Fig. 1: cells coloured by class
Fill, decap, tap and diode cells in grey.
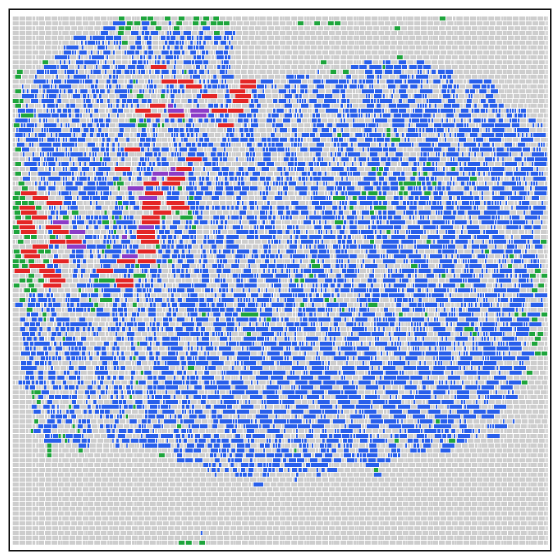
Fig. 2: placed standard cells
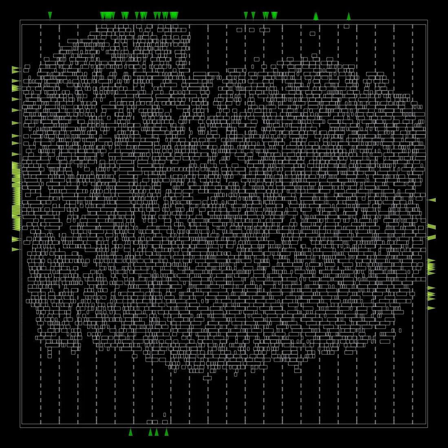
Fig. 3: floorplan with the power grid
Bar = 100 microns. Pins as bars on the die edge. Tap cells in grey.
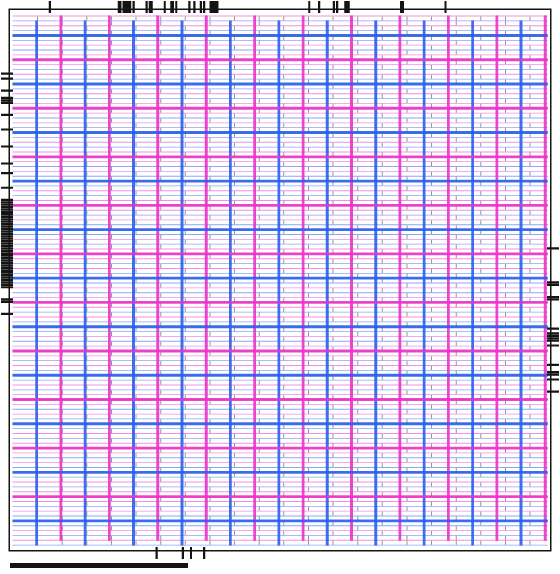
## src/rtl/izh_pkg.sv

```systemverilog
// Shared types, Q12.9 constants and the saturation helper for the Izhikevich core.
package izh_pkg;

    localparam int W        = 21;  // data word width
    localparam int FRAC     = 9;   // fractional bits, 1.0 = 512
    localparam int DT_SHIFT = 4;   // Euler step dt = 1/16 ms
    localparam int WI       = 48;  // width of intermediate sums, ample headroom for sq at |v| = 2^20

    localparam logic signed [W-1:0] K_SQ    = 21'sd20;     // 0.04 (0.0390625)
    localparam logic signed [W-1:0] K_LIN   = 21'sd2560;   // 5.0
    localparam logic signed [W-1:0] K_CONST = 21'sd71680;  // 140.0
    localparam logic signed [W-1:0] A_COEF  = 21'sd10;     // a = 0.02
    localparam logic signed [W-1:0] B_COEF  = 21'sd102;    // b = 0.2
    localparam logic signed [W-1:0] VPEAK   = 21'sd15360;  // spike threshold 30.0

    typedef enum logic {
        INIT,
        RUN
    } state_e;

    // Clamp a wide signed value to the 21-bit range [-2^20, 2^20-1].
    function automatic logic signed [W-1:0] sat21(input logic signed [WI-1:0] x);
        logic signed [WI-1:0] hi;
        logic signed [WI-1:0] lo;
        hi = {{(WI-W+1){1'b0}}, {(W-1){1'b1}}};
        lo = {{(WI-W+1){1'b1}}, {(W-1){1'b0}}};
        if (x > hi) begin
            return hi[W-1:0];
        end else if (x < lo) begin
            return lo[W-1:0];
        end
        return x[W-1:0];
    endfunction

endpackage

```

## src/rtl/izh_neuron_fxmul.sv

```systemverilog
// Signed fixed-point multiplier: full-precision product, floored by FRAC bits.
// The output keeps the full product width so callers decide where to truncate.
module izh_fxmul
    import izh_pkg::*;
#(
    parameter int WA = W,
    parameter int WB = W
) (
    input  logic signed [WA-1:0]    a_i,
    input  logic signed [WB-1:0]    b_i,
    output logic signed [WA+WB-1:0] p_o
);

    logic signed [WA+WB-1:0] prod;

    assign prod = (WA+WB)'(a_i) * (WA+WB)'(b_i);
    assign p_o  = prod >>> FRAC;

endmodule

```

## src/rtl/izh_neuron.sv

```systemverilog
// Izhikevich neuron core: one forward-Euler step of (v, u) per clock in Q12.9,
// with spike detection and the (c, d) reset rule.
//
// state | meaning
// ------+-----------------------------------------------------------
// INIT  | first edge after reset: load v=c, u=b*c, final=c
// RUN   | Euler update every edge, spike reset when vn >= VPEAK
module izh_neuron
    import izh_pkg::*;
(
    input  logic                clk_i,
    input  logic                set_i,    // asynchronous, active low
    input  logic signed [W-1:0] i_i,
    input  logic signed [W-1:0] c_i,
    input  logic signed [W-1:0] d_i,
    output logic signed [W-1:0] v_o,
    output logic signed [W-1:0] final_o
);

    state_e              state_q, state_d;
    logic signed [W-1:0] v_q, v_d;
    logic signed [W-1:0] u_q, u_d;
    logic signed [W-1:0] final_q, final_d;

    logic signed [2*W-1:0]  vv;
    logic signed [3*W-1:0]  sq_p;
    logic signed [2*W-1:0]  lin;
    logic signed [2*W-1:0]  bv;
    logic signed [2*W-1:0]  bc;
    logic signed [WI-1:0]   diff;
    logic signed [WI+W-1:0] du_p;

    logic signed [WI-1:0] dv;
    logic signed [WI-1:0] vn_w;
    logic signed [WI-1:0] un_w;
    logic signed [WI-1:0] ud_w;
    logic signed [W-1:0]  vn;
    logic signed [W-1:0]  un;
    logic                 spike;

    izh_fxmul #(.WA(W), .WB(W)) u_mul_vv (
        .a_i (v_q),
        .b_i (v_q),
        .p_o (vv)
    );

    // The square term stays at full width; at |v| near 2^20 it exceeds 21 bits.
    izh_fxmul #(.WA(2*W), .WB(W)) u_mul_sq (
        .a_i (vv),
        .b_i (K_SQ),
        .p_o (sq_p)
    );

    izh_fxmul #(.WA(W), .WB(W)) u_mul_lin (
        .a_i (v_q),
        .b_i (K_LIN),
        .p_o (lin)
    );

    izh_fxmul #(.WA(W), .WB(W)) u_mul_bv (
        .a_i (v_q),
        .b_i (B_COEF),
        .p_o (bv)
    );

    izh_fxmul #(.WA(W), .WB(W)) u_mul_bc (
        .a_i (c_i),
        .b_i (B_COEF),
        .p_o (bc)
    );

    izh_fxmul #(.WA(WI), .WB(W)) u_mul_du (
        .a_i (diff),
        .b_i (A_COEF),
        .p_o (du_p)
    );

    // Euler datapath; all sums sign-extended to WI before combining.
    assign diff  = WI'(bv) - WI'(u_q);
    assign dv    = WI'(sq_p) + WI'(lin) + WI'(K_CONST) - WI'(u_q) + WI'(i_i);
    assign vn_w  = WI'(v_q) + (dv >>> DT_SHIFT);
    assign un_w  = WI'(u_q) + (WI'(du_p) >>> DT_SHIFT);
    assign vn    = sat21(vn_w);
    assign un    = sat21(un_w);
    assign ud_w  = WI'(un) + WI'(d_i);
    assign spike = (vn >= VPEAK);

    // Next-state and next-value selection.
    always_comb begin
        state_d = state_q;
        v_d     = v_q;
        u_d     = u_q;
        final_d = final_q;
        case (state_q)
            INIT: begin
                v_d     = c_i;
                u_d     = sat21(WI'(bc));
                final_d = c_i;
                state_d = RUN;
            end
            RUN: begin
                if (spike) begin
                    v_d     = c_i;
                    u_d     = sat21(ud_w);
                    final_d = VPEAK;
                end else begin
                    v_d     = vn;
                    u_d     = un;
                    final_d = vn;
                end
            end
            default: state_d = INIT;
        endcase
    end

    // State registers with asynchronous active-low clear.
    always_ff @(posedge clk_i or negedge set_i) begin
        if (!set_i) begin
            state_q <= INIT;
            v_q     <= '0;
            u_q     <= '0;
            final_q <= '0;
        end else begin
            state_q <= state_d;
            v_q     <= v_d;
            u_q     <= u_d;
            final_q <= final_d;
        end
    end

    assign v_o     = v_q;
    assign final_o = final_q;

endmodule

```

## config.mk

```make
export PLATFORM = sky130hd
export DESIGN_NAME = izh_neuron
export DESIGN_NICKNAME = d
export VERILOG_FILES = /design/src/rtl/izh_pkg.sv /design/src/rtl/izh_neuron_fxmul.sv /design/src/rtl/izh_neuron.sv
export SDC_FILE = /design/constraint.sdc
export NUM_CORES = 2
export LEC_CHECK = 0
export CORE_UTILIZATION = 40
export CTS_BUF_LIST = sky130_fd_sc_hd__clkbuf_8 sky130_fd_sc_hd__clkbuf_16
export CTS_CLUSTER_SIZE = 30
export DETAILED_ROUTE_END_ITERATION = 8
export GPL_TIMING_DRIVEN = 0
export SLEW_MARGIN = 10
export SYNTH_ARGS = -nofsm -noshare
export SYNTH_HDL_FRONTEND = slang
export SYNTH_SLANG_ARGS = --single-unit
```

## constraint.sdc

```tcl
create_clock -name clk_i -period 18.6 [get_ports clk_i]
set_input_delay 2.79 -clock clk_i [delete_from_list [all_inputs] [get_ports clk_i]]
set_output_delay 2.79 -clock clk_i [all_outputs]
set_load 0.02 [all_outputs]
```

==> results_dict.tcl <==
# collected from the flow reports
set metrics [dict create \
    avgViaCountPerCell 5.178 \
    syn_area_per_cell_sq_um 8.502 \
    seq_share 0.04107 \
    rr_endpoint "v_o[8]$_DFF_PN0_" \
    min_delay_path_depth 2 \
    ys_sh_adder 0.5147 \
    insertion_delay_ps 340 \
    clockRootBuffer "clkbuf_16" \
    dp_hpwl_mm 83.36 \
    drtAntennaViolNets 0 \
    final-setup-viol-count 0 \
    chipWidth_microns 302.6 \
    syn_inst 4251 \
    fmax_ghz 0.05569 \
    arrival_ps 18140 \
    clkbuf_count 9 \
    h-tree-depth 3 \
    path_depth 72 \
    cts_tree "built" \
    biggestCellCategory "multi-input combinational cells" \
    numClockSinks 64 \
    dieHeight_microns 302.6 \
    chip_area_sq_um 91560 \
    post_synth_num_cell_types 90 \
    io_buffers 106 \
    crit_family "adder cells" \
    instances_no_fill 5600 \
    wire_per_inst_microns 17.64 \
    dp.cells 5524 \
    buffer_area_frac 0.05356 \
    logic_gates 3020 \
    cpMostUsedCell "fa_1" \
    slew_violations 0 \
    gp_congestion 0.9182 \
    path_max_fanout 6 \
    outcome "finished clean" \
    r2r_slack_ps 640 \
    inv_count 1088 \
    vias 28999 \
    cp.required_ps 18790 \
    clock_skew_ps 4.959 \
    grt_max_degree 39 \
    combGateArea_sq_um 30980 \
    drtIter0Drc 1881 \
    first_pass_iters 6 \
    synth_top_area_share 0.3063 \
    synthArstFlopShare 1.000 \
    holdPathEnd "u_q[1]$_DFF_PN0_" \
    grt.overflow.total 0 \
    tns_ps 0 \
    synth_xor_xnor_area_share 0.05525 \
    final_cell_area_sq_um 40790 \
    final_cell_mix "1073 x inv_1, 581 x ha_1, 549 x fa_1, 252 x nor2_1, 241 x nand2_1" \
    antenna_found_initial 1 \
    edf_count 0 \
    yosys.area_share.simple 0.1192 \
    pre_cts_slack_ps -3098 \
    clk_pin_slew_ps 60 \
    reg2reg_from "v_o[5]$_DFF_PN0_" \
    critPathBufInv 13 \
    tool_warnings 53 \
    r2r_cells 72 \
    relSlewSlack 0.4359 \
    finalWirelength_mm 98.76 \
    highest_layer "met5" \
    wl_met3_mm 6.296 \
    max_cap_viol_count 0 \
    num_antenna_cells 0 \
    nets 5649 \
    postCtsHoldBufs 0 \
    min_period_over_period 0.9653 \
    ys_cells 4251 \
    fill_cells 8830 \
]
-- Fig. 1 (at the start) --
[green] other buffers and delay cells | cells: 247 | share of their area: 5.6%
[purple] clock drivers and dummy loads | cells: 16 | share of their area: 0.89%
[red] flip-flops | cells: 64 | share of their area: 4.3%
[blue] all other logic | cells: 4108 | share of their area: 89%
core area: 88920 sq um
row count: 109

-- Fig. 2 (at the start) --
tap cells: 1165
final core occ: 0.4587

-- Fig. 3 (at the start) --
[blue] VSS
[magenta] VDD
rows: 109
met4 straps: 22

==> what timing repair did <==
action                     in CTS  in global routing
pin swaps                      14                 42
cloned                          0                  1
gates resized                 160                165
setup buffers                  41                 24
setup endpoints to repair      63                 63
==> sequential cells by signal, summed over array words and instances, names as in the netlist <==
name / count
state_q: 1
u_q: 21
v_o: 21
final_o: 21
==> metrics by stage <==
step	hold slack (ps)	util
detailed placement	838.5	0.4352
CTS	850.6	0.4486
global placement	840.4	0.4348
finish	852.7	0.4587
global route	907.9	0.4587
floorplan	622.7	-
==> routing by layer <==
| layer | up-vias | track usage |
|---|---|---|
| met5 | - | 0 |
| met4 | 2 | 0.04307 |
| met3 | 116 | 0.03817 |
| met2 | 689 | 0.3682 |
| met1 | 14172 | 0.2978 |
| li1 | 14020 | - |
